`config.mk`:
```
export PLATFORM = sky130hd
export DESIGN_NAME = register_map_table_ifc_flat
export DESIGN_NICKNAME = d
export VERILOG_FILES = /design/src/rtl/register_map_table_ifc_if.sv /design/src/rtl/register_map_table_ifc.sv /design/src/flat_wrapper.sv
export SDC_FILE = /design/constraint.sdc
export NUM_CORES = 1
export LEC_CHECK = 0
export CORE_MARGIN = 1.5
export CORE_UTILIZATION = 49
export CTS_CLUSTER_DIAMETER = 40
export DETAILED_ROUTE_END_ITERATION = 10
export GPL_ROUTABILITY_DRIVEN = 1
export PLACE_DENSITY = 0.66
export SKIP_CTS_REPAIR_TIMING = 1
export SLEW_MARGIN = 30
export SYNTH_ARGS = -nofsm -noshare
export SYNTH_HDL_FRONTEND = slang
export SYNTH_SLANG_ARGS = --single-unit
export TNS_END_PERCENT = 5
```
`constraint.sdc`:
```
create_clock -name clk -period 9.35 [get_ports clk]
set_clock_uncertainty 0.2 [all_clocks]
set_input_delay 1.4025 -clock clk [delete_from_list [all_inputs] [get_ports clk]]
set_output_delay 1.4025 -clock clk [all_outputs]
set_load 0.02 [all_outputs]
```
`src/rtl/register_map_table_ifc_if.sv`:
```
// Rename-stage bus between decode/issue and the register map table.
// master: decode/issue side (drives lookups, rename requests, commit frees).
// slave : map table (returns physical tags, free-list state).
// Ports carried: uses_rs/rs_addr/rs_phys, uses_rt/rt_addr/rt_phys,
//   uses_rw/rw_addr/rename_valid/rename_ready/rw_phys/old_phys,
//   free_valid/free_phys, free_list_out/free_count.
interface register_map_table_ifc_if #(
  parameter int unsigned ARCH_REGS = 32,
  parameter int unsigned PHYS_REGS = 64
);
  localparam int unsigned AW = $clog2(ARCH_REGS);
  localparam int unsigned PW = $clog2(PHYS_REGS);

  logic                 uses_rs;
  logic [AW-1:0]        rs_addr;
  logic [PW-1:0]        rs_phys;
  logic                 uses_rt;
  logic [AW-1:0]        rt_addr;
  logic [PW-1:0]        rt_phys;
  logic                 uses_rw;
  logic [AW-1:0]        rw_addr;
  logic                 rename_valid;
  logic                 rename_ready;
  logic [PW-1:0]        rw_phys;
  logic [PW-1:0]        old_phys;
  logic                 free_valid;
  logic [PW-1:0]        free_phys;
  logic [PHYS_REGS-1:0] free_list_out;
  logic [PW:0]          free_count;

  modport master (
    output uses_rs, rs_addr, uses_rt, rt_addr, uses_rw, rw_addr,
           rename_valid, free_valid, free_phys,
    input  rs_phys, rt_phys, rename_ready, rw_phys, old_phys,
           free_list_out, free_count
  );

  modport slave (
    input  uses_rs, rs_addr, uses_rt, rt_addr, uses_rw, rw_addr,
           rename_valid, free_valid, free_phys,
    output rs_phys, rt_phys, rename_ready, rw_phys, old_phys,
           free_list_out, free_count
  );
endinterface

```
`src/rtl/register_map_table_ifc.sv`:
```
// Register alias table plus physical-register free list for the rename stage.
// Ports: clk, rst_n (synchronous, active-low), bus (register_map_table_ifc_if.slave).
//   Source lookups and rw_phys/old_phys are combinational from the current map;
//   rename_ready, free_list_out and free_count come straight from registers.
// Option: define MAP_TABLE_ZERO_PIN_EN to pin architectural r0 to physical 0
//   (renames of r0 never fire, frees of physical 0 are dropped).
module register_map_table_ifc #(
  parameter int unsigned ARCH_REGS = 32,
  parameter int unsigned PHYS_REGS = 64
) (
  input  logic                     clk,
  input  logic                     rst_n,
  register_map_table_ifc_if.slave  bus
);
  localparam int unsigned PW = $clog2(PHYS_REGS);
  localparam int unsigned CW = PW + 1;
  localparam logic [PHYS_REGS-1:0] RST_FREE =
    {{(PHYS_REGS-ARCH_REGS){1'b1}}, {ARCH_REGS{1'b0}}};

  logic [PW-1:0]        map_q [ARCH_REGS];
  logic [PHYS_REGS-1:0] free_q;
  logic [PHYS_REGS-1:0] free_d;
  logic [CW-1:0]        count_q;
  logic [CW-1:0]        count_d;
  logic                 ready_q;
  logic [PW-1:0]        alloc;
  logic                 fire;
  logic                 free_en;

  // Lowest-index free register; scanning downward lets the last hit win.
  always_comb begin
    alloc = '0;
    for (int i = PHYS_REGS - 1; i >= 0; i--) begin
      if (free_q[i]) alloc = PW'(i);
    end
  end

`ifdef MAP_TABLE_ZERO_PIN_EN
  assign fire    = bus.rename_valid & bus.uses_rw & ready_q & (bus.rw_addr != '0);
  assign free_en = bus.free_valid & (bus.free_phys != '0);
`else
  assign fire    = bus.rename_valid & bus.uses_rw & ready_q;
  assign free_en = bus.free_valid;
`endif

  // Lookups see the pre-update map, so a same-cycle rename never bypasses.
  assign bus.rs_phys  = bus.uses_rs ? map_q[bus.rs_addr] : '0;
  assign bus.rt_phys  = bus.uses_rt ? map_q[bus.rt_addr] : '0;
  assign bus.old_phys = bus.uses_rw ? map_q[bus.rw_addr] : '0;
  assign bus.rw_phys  = fire        ? alloc
                      : bus.uses_rw ? map_q[bus.rw_addr] : '0;

  assign bus.rename_ready  = ready_q;
  assign bus.free_list_out = free_q;
  assign bus.free_count    = count_q;

  // Next free list and its popcount; ready/count are registered from it.
  always_comb begin
    free_d  = free_q;
    count_d = '0;
    if (fire)    free_d[alloc]         = 1'b0;
    if (free_en) free_d[bus.free_phys] = 1'b1;
    for (int i = 0; i < PHYS_REGS; i++) begin
      count_d = count_d + CW'(free_d[i]);
    end
  end

  // State update; reset overrides any concurrent rename or free.
  always_ff @(posedge clk) begin
    if (!rst_n) begin
      for (int i = 0; i < ARCH_REGS; i++) begin
        map_q[i] <= PW'(i);
      end
      free_q  <= RST_FREE;
      count_q <= CW'(PHYS_REGS - ARCH_REGS);
      ready_q <= 1'b1;
    end else begin
      if (fire) map_q[bus.rw_addr] <= alloc;
      free_q  <= free_d;
      count_q <= count_d;
      ready_q <= |free_d;
    end
  end
endmodule

```
`src/flat_wrapper.sv`:
```
// flat-port wrapper written by rule: the top's interface ports become plain ports
module register_map_table_ifc_flat 
#(
  parameter int unsigned ARCH_REGS = 32,
  parameter int unsigned PHYS_REGS = 64
)
  (clk, rst_n, bus_uses_rs, bus_rs_addr, bus_uses_rt, bus_rt_addr, bus_uses_rw, bus_rw_addr, bus_rename_valid, bus_free_valid, bus_free_phys, bus_rs_phys, bus_rt_phys, bus_rename_ready, bus_rw_phys, bus_old_phys, bus_free_list_out, bus_free_count);
  register_map_table_ifc_if #(.ARCH_REGS(ARCH_REGS), .PHYS_REGS(PHYS_REGS)) bus_i ();
  input  logic clk;
  input  logic rst_n;
  input wire logic [$bits(bus_i.uses_rs)-1:0] bus_uses_rs;
  input wire logic [$bits(bus_i.rs_addr)-1:0] bus_rs_addr;
  input wire logic [$bits(bus_i.uses_rt)-1:0] bus_uses_rt;
  input wire logic [$bits(bus_i.rt_addr)-1:0] bus_rt_addr;
  input wire logic [$bits(bus_i.uses_rw)-1:0] bus_uses_rw;
  input wire logic [$bits(bus_i.rw_addr)-1:0] bus_rw_addr;
  input wire logic [$bits(bus_i.rename_valid)-1:0] bus_rename_valid;
  input wire logic [$bits(bus_i.free_valid)-1:0] bus_free_valid;
  input wire logic [$bits(bus_i.free_phys)-1:0] bus_free_phys;
  output wire logic [$bits(bus_i.rs_phys)-1:0] bus_rs_phys;
  output wire logic [$bits(bus_i.rt_phys)-1:0] bus_rt_phys;
  output wire logic [$bits(bus_i.rename_ready)-1:0] bus_rename_ready;
  output wire logic [$bits(bus_i.rw_phys)-1:0] bus_rw_phys;
  output wire logic [$bits(bus_i.old_phys)-1:0] bus_old_phys;
  output wire logic [$bits(bus_i.free_list_out)-1:0] bus_free_list_out;
  output wire logic [$bits(bus_i.free_count)-1:0] bus_free_count;
  assign bus_i.uses_rs = bus_uses_rs;
  assign bus_i.rs_addr = bus_rs_addr;
  assign bus_i.uses_rt = bus_uses_rt;
  assign bus_i.rt_addr = bus_rt_addr;
  assign bus_i.uses_rw = bus_uses_rw;
  assign bus_i.rw_addr = bus_rw_addr;
  assign bus_i.rename_valid = bus_rename_valid;
  assign bus_i.free_valid = bus_free_valid;
  assign bus_i.free_phys = bus_free_phys;
  assign bus_rs_phys = bus_i.rs_phys;
  assign bus_rt_phys = bus_i.rt_phys;
  assign bus_rename_ready = bus_i.rename_ready;
  assign bus_rw_phys = bus_i.rw_phys;
  assign bus_old_phys = bus_i.old_phys;
  assign bus_free_list_out = bus_i.free_list_out;
  assign bus_free_count = bus_i.free_count;
  register_map_table_ifc #(.ARCH_REGS(ARCH_REGS), .PHYS_REGS(PHYS_REGS)) u_core (.clk(clk), .rst_n(rst_n), .bus(bus_i));
endmodule
```
==> notes.md <==
Main metrics from the flow reports.

The flow ran to the end, and the final reports show no timing, DRC or antenna violations. The filler cell count came out at about 3100. The total count of max-transition violations in the final report came out at 0. The largest buffer count on any clock path came out at 3. The cell at the root of the clock tree is sky130_fd_sc_hd__clkbuf_16.

TritonCTS built the clock tree. The arrival time of data at the worst endpoint is listed as between 9000 and 10000 ps. The number of antenna violations at the first check in global routing came out at 0.

The proportion of register bits with asynchronous set or reset after synthesis came out at 0. For this design, Yosys synthesis ends with a cell count of ~1600. For this run, the total global-route usage over all layers was measured as 0.374.

The final weighted congestion of routability-driven global placement is between 1 and 1.5. The final worst hold slack came out at ~470 ps. Detailed placement ended at an HPWL of slightly above 50000 µm.

The synthesis report lists the most area-consuming cells as sky130_fd_sc_hd__edfxtp_1, sky130_fd_sc_hd__mux4_2, sky130_fd_sc_hd__dfxtp_1. Routed signal wires occupy layers up through met4. Per the OpenROAD floorplan log, the height of the die is ~200 µm. The core region area is ~36000 µm². Per STA, the startpoint of the critical path is u_core.bus.free_list_out[21]. The startpoint identified for the worst hold timing path is u_core.bus.free_list_out[63]. The share of total power in combinational logic came out at 0.298. The via density per instance is 6.70.

The number of nets produced by synthesis is ~1700. Among all flip-flop cells after synthesis, the most frequent one is sky130_fd_sc_hd__edfxtp_1. The final worst-path setup slack came out at ~340 ps. Of all nets on the critical path, the largest fanout is 7. By instance count, the cell type seen most on the critical path is sky130_fd_sc_hd__fa_1.

The power per unit of standard cell area came out at roughly 190 nW/µm². The count of antenna diodes in the layout is 0. The internal power of the cells totals between 2 and 3 mW.
-- worst paths after layout --
check / slack [ps] / cells past startpoint / end
max: 340 / 31 / u_core.bus.free_count[6]
min reg2reg: 470 / 2 / u_core.bus.free_list_out[63]
max reg2reg: 340 / 31 / u_core.bus.free_count[6]
min: 470 / 2 / u_core.bus.free_list_out[63]
-- area by class of cell --
cell class	count	area (µm²)	share of cell area
clock buffers	49	1160	0.0527
clock inverters	32	309	0.0140
flip-flops and latches	264	7210	0.327
well taps	468	586	0.0266
inverters	108	405	0.0184
repair buffers	265	2290	0.104
multi-input cells	1143	10100	0.458
-- worst min-delay path: cells and delay by family, from the launching register on --
| kind | cells | cell delay (ps) |
|---|---|---|
| DFF | 1 | 420 |
| AOI/OAI and AO/OA | 1 | 140 |
| and+or+nand+nor | 1 | 80 |
-- metal layers --
metal,track usage,vias up
met2,0.619,1116
met5,0,-
li1,-,6550
met1,0.458,7699
met4,0.245,0
met3,0.0565,245
-- stage by stage --
step / setup TNS [ps] / total power [mW]
after floorplan: 0 / 2.13
after global placement: -97.0 / 2.55
after detailed placement: -68.0 / 2.57
after CTS: 0 / 4.20
after global routing: 0 / 4.37
final: 0 / 4.20
-- state kept, by name, summed over array words and instances (netlist names) --
name and flops:
u_core.bus.free_count 7, u_core.bus.free_list_out 64, u_core.bus.rename_ready 1, u_core.map_q 192
-- cells by family after synthesis --
| kind of cell | share of synthesized area |
|---|---|
| multiplexers | 0.216 |
| buffers and inverters | 0.0454 |
| adder cells (fa/ha/maj) | 0.0716 |
| flip-flops | 0.399 |
| AND-OR/OR-AND | 0.0930 |
| XOR/XNOR | 0.00194 |
| AND/OR/NAND/NOR | 0.173 |
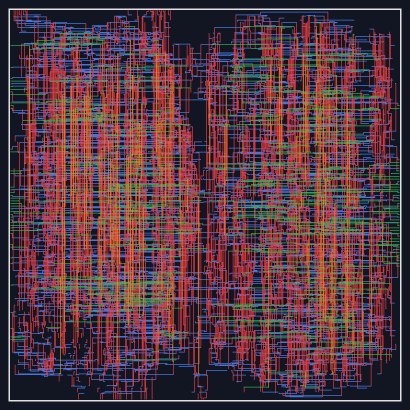
**Above:** routed metal, one colour a layer.
Scale: 2 px per µm.
legend:
  blue:
    layer: metal 1
    wire_length: 24.5 mm
  red:
    layer: metal 2
    wire_length: 33.6 mm
  green:
    layer: metal 3
    wire_length: 6540 µm
  orange:
    layer: metal 4
    wire_length: 5140 µm

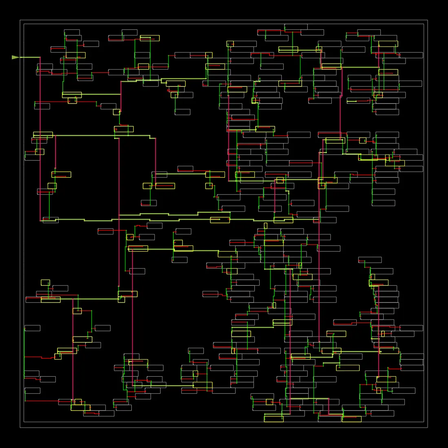
**Above:** clock nets.
Clock buffer cells: 49
Clk Latency, worst-skew pair: 580 ps
power of the clock network: 1.63 mW

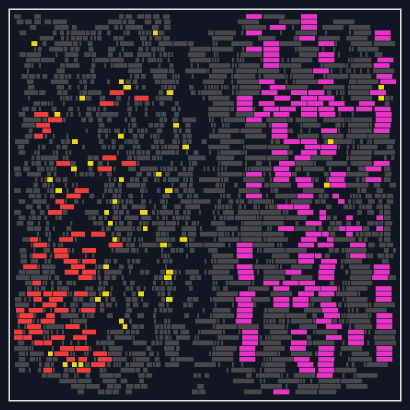
**Above:** gate-type map.
Scale: 2 px per µm.
legend:
  magenta:
    family: multiplexers
    cells: 180
  yellow:
    family: AND-OR and OR-AND gates
    cells: 43
  red:
    family: adder and majority cells
    cells: 71
multi-input gate share of the layout cell area: 0.458
non-filler instance count after layout: 2329
most used logic cell in the final layout: sky130_fd_sc_hd__nor2_1

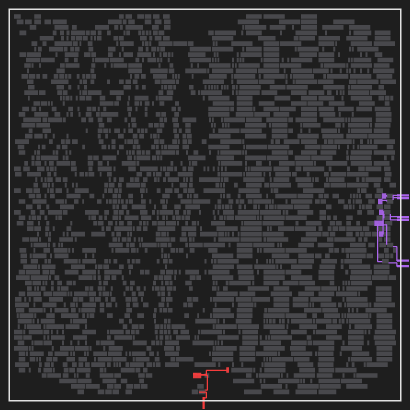
**Above:** port wiring.
Scale: 2 px per µm.
legend:
  purple:
    port: bus_rt_phys
    bits: 6
    direction: output
    edge: right
    end_cells: 6
    buffers: 6
    wire: 87.4 µm
  red:
    port: bus_uses_rw
    bits: 1
    direction: input
    edge: bottom
    end_cells: 3
    buffers: 2
    wire: 40.4 µm
count of pins on the block boundary: 124
Port Buffers: 123

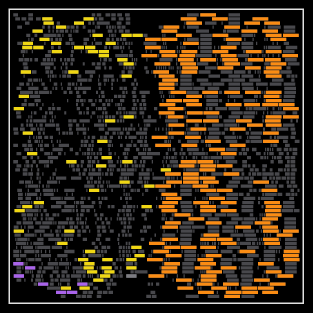
**Above:** where the registers sit.
Scale: 1.5 px per µm. Other sequential cells in the stronger grey, the rest of the logic in the fainter grey.
legend:
  orange:
    netlist_name: u_core.map_q
    placed_flops: 192
  yellow:
    netlist_name: u_core.bus.free_list_out
    placed_flops: 64
  purple:
    netlist_name: u_core.bus.free_count
    placed_flops: 7
    where: bottom left
Flop area: 7210 µm²
flip-flop and latch share of the layout cell area: 0.327
final core utilization: 0.605

No activity file was given, so power comes from the tool's default toggle rates.
